<file path="src/rtl/seg_arb_pkg.sv">
// Shared types and constants for the seven-segment display arbiter.
// Holds the requester count, FSM state encoding, idle display values and the lowest-index helper.
package seg_arb_pkg;

  localparam int NUM_REQ = 4;

  typedef enum logic {
    S_IDLE,
    S_SHOW
  } state_e;

  localparam logic [15:0] IDLE_NUM = 16'h0000;
  localparam logic [3:0]  IDLE_DOT = 4'hF;

  // Lowest set index of the request mask; only meaningful when the mask is non-zero.
  function automatic logic [1:0] lowest_valid(input logic [NUM_REQ-1:0] mask);
    logic [1:0] idx;
    idx = 2'd0;
    for (int i = NUM_REQ - 1; i >= 0; i--) begin
      if (mask[i]) idx = 2'(i);
    end
    return idx;
  endfunction

endpackage

</file>
<file path="src/rtl/rr_next_pick.sv">
// Circular search for the next valid requester after the current owner.
// The owner itself is excluded, so found=0 means no other requester is valid.
module rr_next_pick
  import seg_arb_pkg::*;
(
  input  logic [NUM_REQ-1:0] req_valid,
  input  logic [1:0]         owner,
  output logic [1:0]         next_idx,
  output logic               found
);

  logic [1:0] cand;

  // Walk from the farthest candidate back to owner+1 so the nearest one wins.
  always_comb begin
    next_idx = 2'd0;
    found    = 1'b0;
    cand     = 2'd0;
    for (int k = NUM_REQ - 1; k >= 1; k--) begin
      cand = owner + 2'(k);
      if (req_valid[cand]) begin
        next_idx = cand;
        found    = 1'b1;
      end
    end
  end

endmodule

</file>
<file path="src/rtl/seg_display_arbiter.sv">
// Round-robin time-sharing of the seven-segment display with requester 0 as a preempting alert.
// All outputs come straight from registers so the scan driver sees one owner per cycle.
module seg_display_arbiter
  import seg_arb_pkg::*;
#(
  parameter int DWELL_CYCLES = 50_000_000,
  parameter int CNT_W        = 26
) (
  input  logic                 clk,
  input  logic                 rst_n,
  input  logic [NUM_REQ-1:0]   req_valid,
  input  logic [16*NUM_REQ-1:0] req_num,
  input  logic [4*NUM_REQ-1:0] req_dot,
  output logic [15:0]          disp_num,
  output logic [3:0]           dpdot,
  output logic [1:0]           owner,
  output logic                 owner_valid,
  output logic                 switch_pulse
);

  localparam logic [CNT_W-1:0] RELOAD  = CNT_W'(DWELL_CYCLES - 1);
  localparam logic [CNT_W-1:0] CNT_ONE = CNT_W'(1);

  state_e           state_q, state_d;
  logic [1:0]       owner_q, owner_d;
  logic [CNT_W-1:0] cnt_q, cnt_d;
  logic [15:0]      num_q, num_d;
  logic [3:0]       dot_q, dot_d;
  logic             pulse_q, pulse_d;
  logic             grant;
  logic [1:0]       next_idx;
  logic             found;

  rr_next_pick u_pick (
    .req_valid (req_valid),
    .owner     (owner_q),
    .next_idx  (next_idx),
    .found     (found)
  );

  always_ff @(posedge clk) begin
    if (!rst_n) begin
      state_q <= S_IDLE;
      owner_q <= 2'd0;
      cnt_q   <= '0;
      num_q   <= IDLE_NUM;
      dot_q   <= IDLE_DOT;
      pulse_q <= 1'b0;
    end else begin
      state_q <= state_d;
      owner_q <= owner_d;
      cnt_q   <= cnt_d;
      num_q   <= num_d;
      dot_q   <= dot_d;
      pulse_q <= pulse_d;
    end
  end

  // Priority: alert preemption, then owner drop, then dwell expiry, else keep counting.
  always_comb begin
    state_d = state_q;
    owner_d = owner_q;
    cnt_d   = cnt_q;
    pulse_d = 1'b0;
    grant   = 1'b0;
    num_d   = IDLE_NUM;
    dot_d   = IDLE_DOT;

    case (state_q)
      S_IDLE: begin
        cnt_d = '0;
        if (|req_valid) begin
          state_d = S_SHOW;
          owner_d = lowest_valid(req_valid);
          grant   = 1'b1;
        end
      end
      S_SHOW: begin
        if (req_valid[0] && owner_q != 2'd0) begin
          owner_d = 2'd0;
          grant   = 1'b1;
        end else if (!req_valid[owner_q]) begin
          if (found) begin
            owner_d = next_idx;
            grant   = 1'b1;
          end else begin
            state_d = S_IDLE;
            owner_d = 2'd0;
            cnt_d   = '0;
            pulse_d = 1'b1;
          end
        end else if (cnt_q == '0) begin
          // A held alert or a lone requester just restarts its dwell without a switch.
          if (owner_q != 2'd0 && found) begin
            owner_d = next_idx;
            grant   = 1'b1;
          end else begin
            cnt_d = RELOAD;
          end
        end else begin
          cnt_d = cnt_q - CNT_ONE;
        end
      end
      default: begin
        state_d = S_IDLE;
        owner_d = 2'd0;
        cnt_d   = '0;
      end
    endcase

    if (grant) begin
      cnt_d   = RELOAD;
      pulse_d = 1'b1;
    end

    if (state_d == S_SHOW) begin
      num_d = req_num[{owner_d, 4'b0000} +: 16];
      dot_d = req_dot[{owner_d, 2'b00} +: 4];
    end
  end

  assign disp_num     = num_q;
  assign dpdot        = dot_q;
  assign owner        = owner_q;
  assign owner_valid  = (state_q == S_SHOW);
  assign switch_pulse = pulse_q;

endmodule

</file>
<file path="config.mk">
export PLATFORM = sky130hd
export DESIGN_NAME = seg_display_arbiter
export DESIGN_NICKNAME = d
export VERILOG_FILES = /design/src/rtl/seg_arb_pkg.sv /design/src/rtl/rr_next_pick.sv /design/src/rtl/seg_display_arbiter.sv
export SDC_FILE = /design/constraint.sdc
export NUM_CORES = 1
export LEC_CHECK = 0
export CORE_ASPECT_RATIO = 1.2
export CORE_MARGIN = 10
export CORE_UTILIZATION = 48
export CTS_CLUSTER_SIZE = 16
export DETAILED_ROUTE_END_ITERATION = 10
export PLACE_DENSITY = 0.95
export SYNTH_ARGS = -nofsm -noshare
export SYNTH_HDL_FRONTEND = slang
export SYNTH_HIERARCHICAL = 1
export SYNTH_SLANG_ARGS = --single-unit
</file>
<file path="constraint.sdc">
create_clock -name clk -period 6.25 [get_ports clk]
set_input_delay 0.625 -clock clk [delete_from_list [all_inputs] [get_ports clk]]
set_output_delay 0.625 -clock clk [all_outputs]
set_load 0.01 [all_outputs]
</file>
==> run_1/final_clocks.png <==
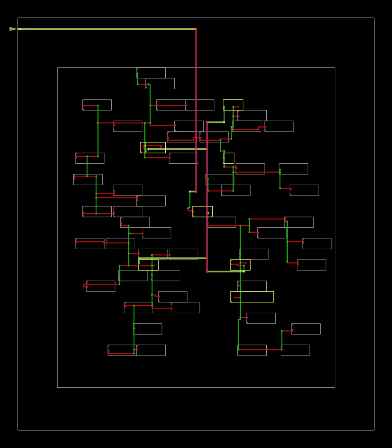
number of clock buffers in the layout: 6
clock-net power: 231 µW
count of sequential standard cells: 50
setup skew after layout: 0.0118 ns

==> run_1/pins.png <==
(4 px per µm) Pins as bars across the die edge, other pins in gray.
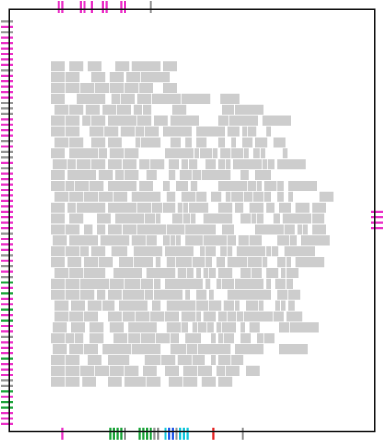
`owner` -> blue  # pins 2, direction output, edge south
`req_valid` -> cyan  # pins 4, direction input, edge south
`req_dot` -> green  # pins 16, direction input, edge 8 west, 8 south
`rst_n` -> red  # pins 1, direction input, edge south
`req_num` -> magenta  # pins 64, direction input, edge 50 west, 9 north, 4 east, 1 south
Chip Width: 91.0 µm
# port buffers: 109
die height: 105 µm

==> tab_implementation.tex, run 1 <==
% Generated from flow reports
\begin{tabular}{lr}
\hline
Metric & Value \\
\hline
\multicolumn{2}{l}{\textbf{Final layout}} \\
Dominant logic cell type in the layout & sky130\_fd\_sc\_hd\_\_clkdlybuf4s50\_1 \\
Layout fillers & 446 \\
Gate Area & 1730 µm² \\
Fraction of final layout cells sized beyond drive strength 1 & 7.16\% \\
\multicolumn{2}{l}{\textbf{Route}} \\
Routed via count & 2,731 \\
Routed met2 length & 4.41 mm \\
Number of search-and-repair iterations in the first detailed-routing pass & 4 \\
\multicolumn{2}{l}{\textbf{Timing}} \\
Tmin final & 3.99 ns \\
Setup-violating endpoint count in the final report & 0 \\
\multicolumn{2}{l}{\textbf{Hold path}} \\
Hold path cells & 2 \\
\multicolumn{2}{l}{\textbf{Clocking}} \\
Gates resized, CTS repair & 0 \\
CTS tree & yes \\
Number of sinks handled by clock tree synthesis & 50 \\
Clock root buffer master & sky130\_fd\_sc\_hd\_\_clkbuf\_8 \\
Hold Buf Count CTS & 0 \\
TritonCTS Buffers & 5 \\
H-Tree Depth & 2 \\
\multicolumn{2}{l}{\textbf{Outcome}} \\
Run status & completed \\
\multicolumn{2}{l}{\textbf{Worst setup path}} \\
Critical Path Start Type & input port \\
Worst-path maximum fanout & 23 \\
Cell depth of the worst setup path & 11 \\
Number of cells on the worst reg-to-reg path & 10 \\
Top Family by Delay on Critical Path & AND-OR/OR-AND gates \\
Cell breakdown of the critical path & clkdlybuf4s50\_1, mux2i\_1, a32oi\_1, a2bb2oi\_1, o21ai\_0, nor4\_4, a31oi\_2, o221ai\_4, buf\_4, mux2i\_1, o22ai\_1 \\
Worst path required time & 6.42 ns \\
\multicolumn{2}{l}{\textbf{Power and ir drop}} \\
Sequential cell fraction of total power & 42.0\% \\
\multicolumn{2}{l}{\textbf{Synthesis}} \\
FFs w/ async S/R, synth & 0\% \\
Unique cell type count in the Yosys netlist & 55 \\
Mapped Cells & 306 \\
Library cell with the highest instance count after synthesis & sky130\_fd\_sc\_hd\_\_dfxtp\_1 \\
Biggest area consumer among synthesized cells & sky130\_fd\_sc\_hd\_\_dfxtp\_1 \\
Top-area cell share & 34.5\% \\
Synth Cell Area & 2900 µm² \\
\multicolumn{2}{l}{\textbf{Global routing}} \\
Gr busiest metal & met2 \\
Global-route wire length before repair & 14.2 mm \\
Met1 demand-to-capacity share in global routing & 17.8\% \\
Met3 demand-to-capacity share in global routing & 11.0\% \\
\multicolumn{2}{l}{\textbf{Floorplanning}} \\
Number of cell rows & 30 \\
\multicolumn{2}{l}{\textbf{Placed design}} \\
Place WS & 1.94 ns \\
\hline
\end{tabular}
==> run_1/gate_families.png <==
(4 px per µm)
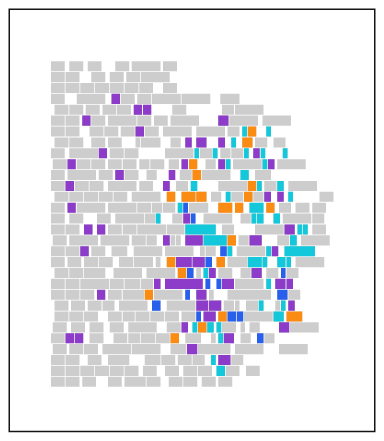
NAND gates -> blue  # cells 15, most used nand2_1
inverting AOI/OAI gates -> purple  # cells 53, most used o22ai_1
NOR gates -> cyan  # cells 45, most used nor2_1
AND and OR gates -> orange  # cells 21, most used or3_1, where center

## run 1: logic make-up after synthesis
| family | after synthesis | synth area share (%) |
|---|---|---|
| buf+inv | 29 | 5.86 |
| xor+xnor | 20 | 6.03 |
| compound gates | 79 | 20.0 |
| fa+ha+maj | 1 | 0.431 |
| simple gates | 81 | 16.0 |
| flops | 50 | 34.5 |
| mux | 46 | 17.2 |
## run 1: state kept, by name (all words and copies together) (netlist names)
register      cells
dpdot             4
disp_num         16
cnt_q            26
switch_pulse      1
owner             2
owner_valid       1
## run 1: layout make-up
type | instances | area share, %
inverters | 10 | 0.920
clock inverters | 2 | 0.920
flip-flops and latches | 50 | 24.5
multi-input cells | 227 | 42.5
repair buffers | 110 | 26.9
clock buffers | 6 | 1.78
well taps | 80 | 2.45
==> run_1/metal_stack.png <==
(3 px per µm) Only two layers are drawn.
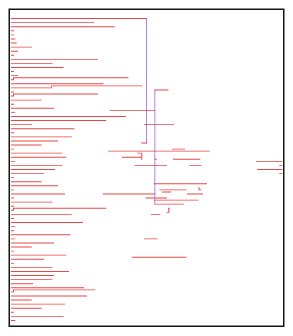

--- run 2 (diff from run 1) ---
- CORE_UTILIZATION: 48 -> 40
- PLACE_DENSITY: 0.95 -> 0.86
- clock period: 6.25 -> 3.25 ns (I/O delays scaled with it)
==> run_2/metal_stack.png <==
(2 px per µm) Only two layers are drawn.
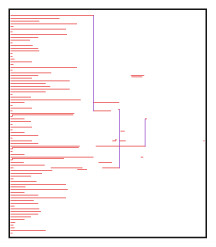
met4 -> purple  # wire length 90.4 µm
met3 -> red  # wire length 1,190 µm
routed via count: 2,724
total routing resource utilization after global routing: 15.5%

==> run_2/pins.png <==
(3 px per µm) Pins as bars across the die edge, other pins in gray.
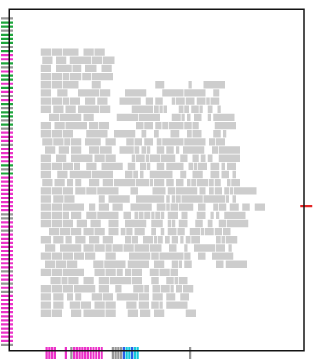
`owner` -> blue  # pins 2, direction output, edge south
`req_dot` -> green  # pins 16, direction input, edge west
`rst_n` -> red  # pins 1, direction input, edge east
`req_valid` -> cyan  # pins 4, direction input, edge south
`req_num` -> magenta  # pins 64, direction input, edge 48 west, 16 south
Chip Width: 97.8 µm
die height: 113 µm

==> tab_implementation.tex, run 2 <==
% Generated from flow reports
\begin{tabular}{lr}
\hline
Metric & Value \\
\hline
\multicolumn{2}{l}{\textbf{Synthesis}} \\
Mapped Cells & 306 \\
FFs w/ async S/R, synth & 0\% \\
Synth Cell Area & 2900 µm² \\
\multicolumn{2}{l}{\textbf{Worst setup path}} \\
Critical Path Start Type & flip-flop \\
Number of cells on the worst reg-to-reg path & 9 \\
Worst path required time & 3.46 ns \\
Cell breakdown of the critical path & inv\_1, ha\_1, or4b\_1, nor3\_4, and3\_1, o221ai\_4, buf\_12, mux2\_4, o22a\_1 \\
Cell depth of the worst setup path & 9 \\
Worst-path maximum fanout & 22 \\
\multicolumn{2}{l}{\textbf{Global routing}} \\
Met1 demand-to-capacity share in global routing & 15.1\% \\
Global-route wire length before repair & 14.5 mm \\
\multicolumn{2}{l}{\textbf{Route}} \\
Routed met2 length & 4.28 mm \\
Number of search-and-repair iterations in the first detailed-routing pass & 5 \\
\multicolumn{2}{l}{\textbf{Outcome}} \\
Run status & completed \\
\multicolumn{2}{l}{\textbf{Clocking}} \\
H-Tree Depth & 2 \\
\multicolumn{2}{l}{\textbf{Final layout}} \\
Gate Area & 1730 µm² \\
Register fraction of the total cell area & 24.0\% \\
Count of sequential standard cells & 50 \\
Dominant logic cell type in the layout & sky130\_fd\_sc\_hd\_\_clkdlybuf4s50\_1 \\
Flip-flop count of the largest register after layout & 26 \\
Largest register by flop count & cnt\_q \\
Largest class & multi-input combinational cells \\
Signal buffers & 121 \\
Number of ordinary inverters in the final layout & 10 \\
\multicolumn{2}{l}{\textbf{Floorplanning}} \\
Number of cell rows & 33 \\
\multicolumn{2}{l}{\textbf{Power and ir drop}} \\
Sequential cell fraction of total power & 42.6\% \\
\multicolumn{2}{l}{\textbf{Timing}} \\
Setup-violating endpoint count in the final report & 0 \\
\multicolumn{2}{l}{\textbf{Placed design}} \\
Place WS & 0.0240 ns \\
\# port buffers & 109 \\
\hline
\end{tabular}
==> run_2/final_clocks.png <==
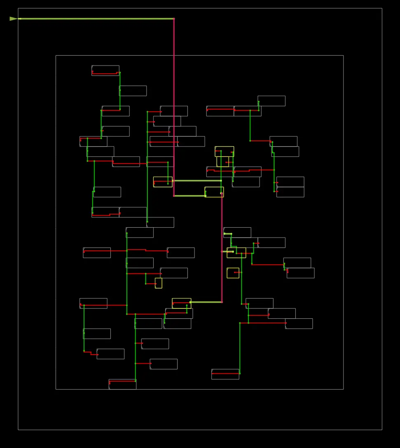
number of sinks handled by clock tree synthesis: 50
number of clock buffers in the layout: 5
setup skew after layout: 0.0148 ns

-- run 2: tightest hold or removal path: stages (launching register included) --
cell	delay [ns]
sky130_fd_sc_hd__dfxtp_1	0.37
sky130_fd_sc_hd__xor2_1	0.07
sky130_fd_sc_hd__nor2_1	0.07
-- run 2: logic make-up after synthesis --
family / synth area share [%]
AOI/OAI and AO/OA: 20.0
and+or+nand+nor: 16.0
adders and majority gates: 0.431
buffers and inverters: 5.86
xor gates and xnor gates: 6.03
muxes: 17.2
DFF: 34.5
-- run 2: power by group through the flow --
stage / Combinational, mW / Sequential, mW / Clock [mW]
after floorplan: 0.308 / 0.742 / 0
after global placement: 0.562 / 0.723 / 0
after detailed placement: 0.576 / 0.726 / 0
after CTS: 0.579 / 0.712 / 0.384
after global routing: 0.625 / 0.720 / 0.407
final: 0.576 / 0.712 / 0.381
--- run 3 (diff from run 2) ---
- SLEW_MARGIN: not set -> 20
==> run_3/gate_families.png <==
(3 px per µm)
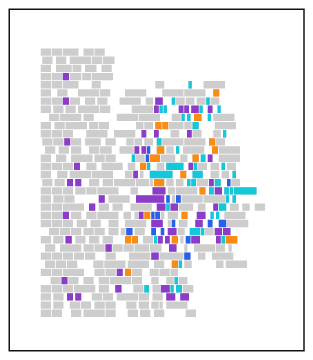
NOR gates -> cyan  # cells 45, most used nor2_1
inverting AOI/OAI gates -> purple  # cells 53, most used o22ai_1
NAND gates -> blue  # cells 15, most used nand2_1
AND and OR gates -> orange  # cells 21, most used or3_1, where center
dominant logic cell type in the layout: sky130_fd_sc_hd__clkdlybuf4s50_1
number of non-filler instances in the completed layout: 503
combinational fraction of the cell area: 41.5%

==> run_3/metal_stack.png <==
(2 px per µm) Only two layers are drawn.
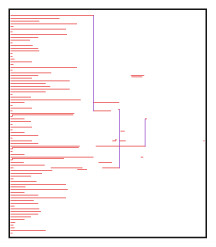
met4 -> purple  # wire length 90.4 µm
met3 -> red  # wire length 1,190 µm

==> run_3/pins.png <==
(3 px per µm) Pins as bars across the die edge, other pins in gray.
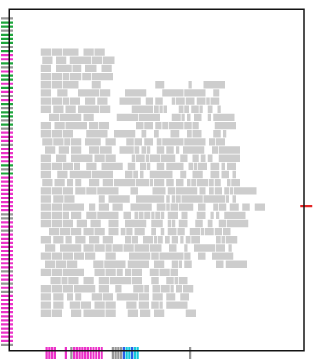
`req_num` -> magenta  # pins 64, direction input, edge 48 west, 16 south
`req_valid` -> cyan  # pins 4, direction input, edge south
`rst_n` -> red  # pins 1, direction input, edge east
`req_dot` -> green  # pins 16, direction input, edge west
`owner` -> blue  # pins 2, direction output, edge south

==> tab_implementation.tex, run 3 <==
% Generated from flow reports
\begin{tabular}{lr}
\hline
Metric & Value \\
\hline
\multicolumn{2}{l}{\textbf{Synthesis}} \\
FFs w/ async S/R, synth & 0\% \\
Mapped Cells & 306 \\
Complex Gates by Area & 20.0\% \\
Unique cell type count in the Yosys netlist & 55 \\
Largest family of logic cells by area & AND-OR/OR-AND gates \\
\multicolumn{2}{l}{\textbf{Final layout}} \\
Count of sequential standard cells & 50 \\
Largest register by flop count & cnt\_q \\
Non-clock buffers, area share & 28.9\% \\
Signal buffers & 121 \\
Layout fillers & 587 \\
Number of multi-input combinational cells in the layout & 227 \\
Number of ordinary inverters in the final layout & 10 \\
Largest class & multi-input combinational cells \\
Gate Area & 1730 µm² \\
Number of clock buffers in the layout & 5 \\
\multicolumn{2}{l}{\textbf{Floorplanning}} \\
Chip Width & 97.8 µm \\
Number of cell rows & 33 \\
Die height & 113 µm \\
\multicolumn{2}{l}{\textbf{Worst setup path}} \\
Worst path required time & 3.46 ns \\
Cell breakdown of the critical path & inv\_1, ha\_1, or4b\_1, nor3\_4, and3\_1, o221ai\_4, buf\_12, mux2\_4, o22a\_1 \\
Critical Path Start Type & flip-flop \\
\multicolumn{2}{l}{\textbf{Global routing}} \\
Total routing resource utilization after global routing & 15.5\% \\
Global-route wire length before repair & 14.5 mm \\
\multicolumn{2}{l}{\textbf{Placed design}} \\
Place WS & 0.0240 ns \\
\multicolumn{2}{l}{\textbf{Outcome}} \\
Run status & completed \\
\multicolumn{2}{l}{\textbf{Route}} \\
Number of search-and-repair iterations in the first detailed-routing pass & 5 \\
\hline
\end{tabular}
run 3: cell counts in the layout (fill, tap and decap cells not counted):
No cell type changed its count.
run 3: worst paths after layout:
kind                                from  depth (start not counted)                      to
hold reg to reg   cnt_q[10]$_SDFFE_PP0P_                          2  cnt_q[10]$_SDFFE_PP0P_
hold / removal    cnt_q[10]$_SDFFE_PP0P_                          2  cnt_q[10]$_SDFFE_PP0P_
setup reg to reg   cnt_q[0]$_SDFFE_PN0P_                          9     dpdot[0]$_SDFF_PN1_
setup / recovery   cnt_q[0]$_SDFFE_PN0P_                          9     dpdot[0]$_SDFF_PN1_
run 3: per-layer routing:
layer,part of all wire [%],vias to the layer above,GRT usage (%)
met3,14,7,10.0
met5,0,-,0
met1,36,1274,15.1
met4,1.0,0,3.88
met2,49,106,27.0
li1,-,1337,-
Power and IR drop assume default switching activity.
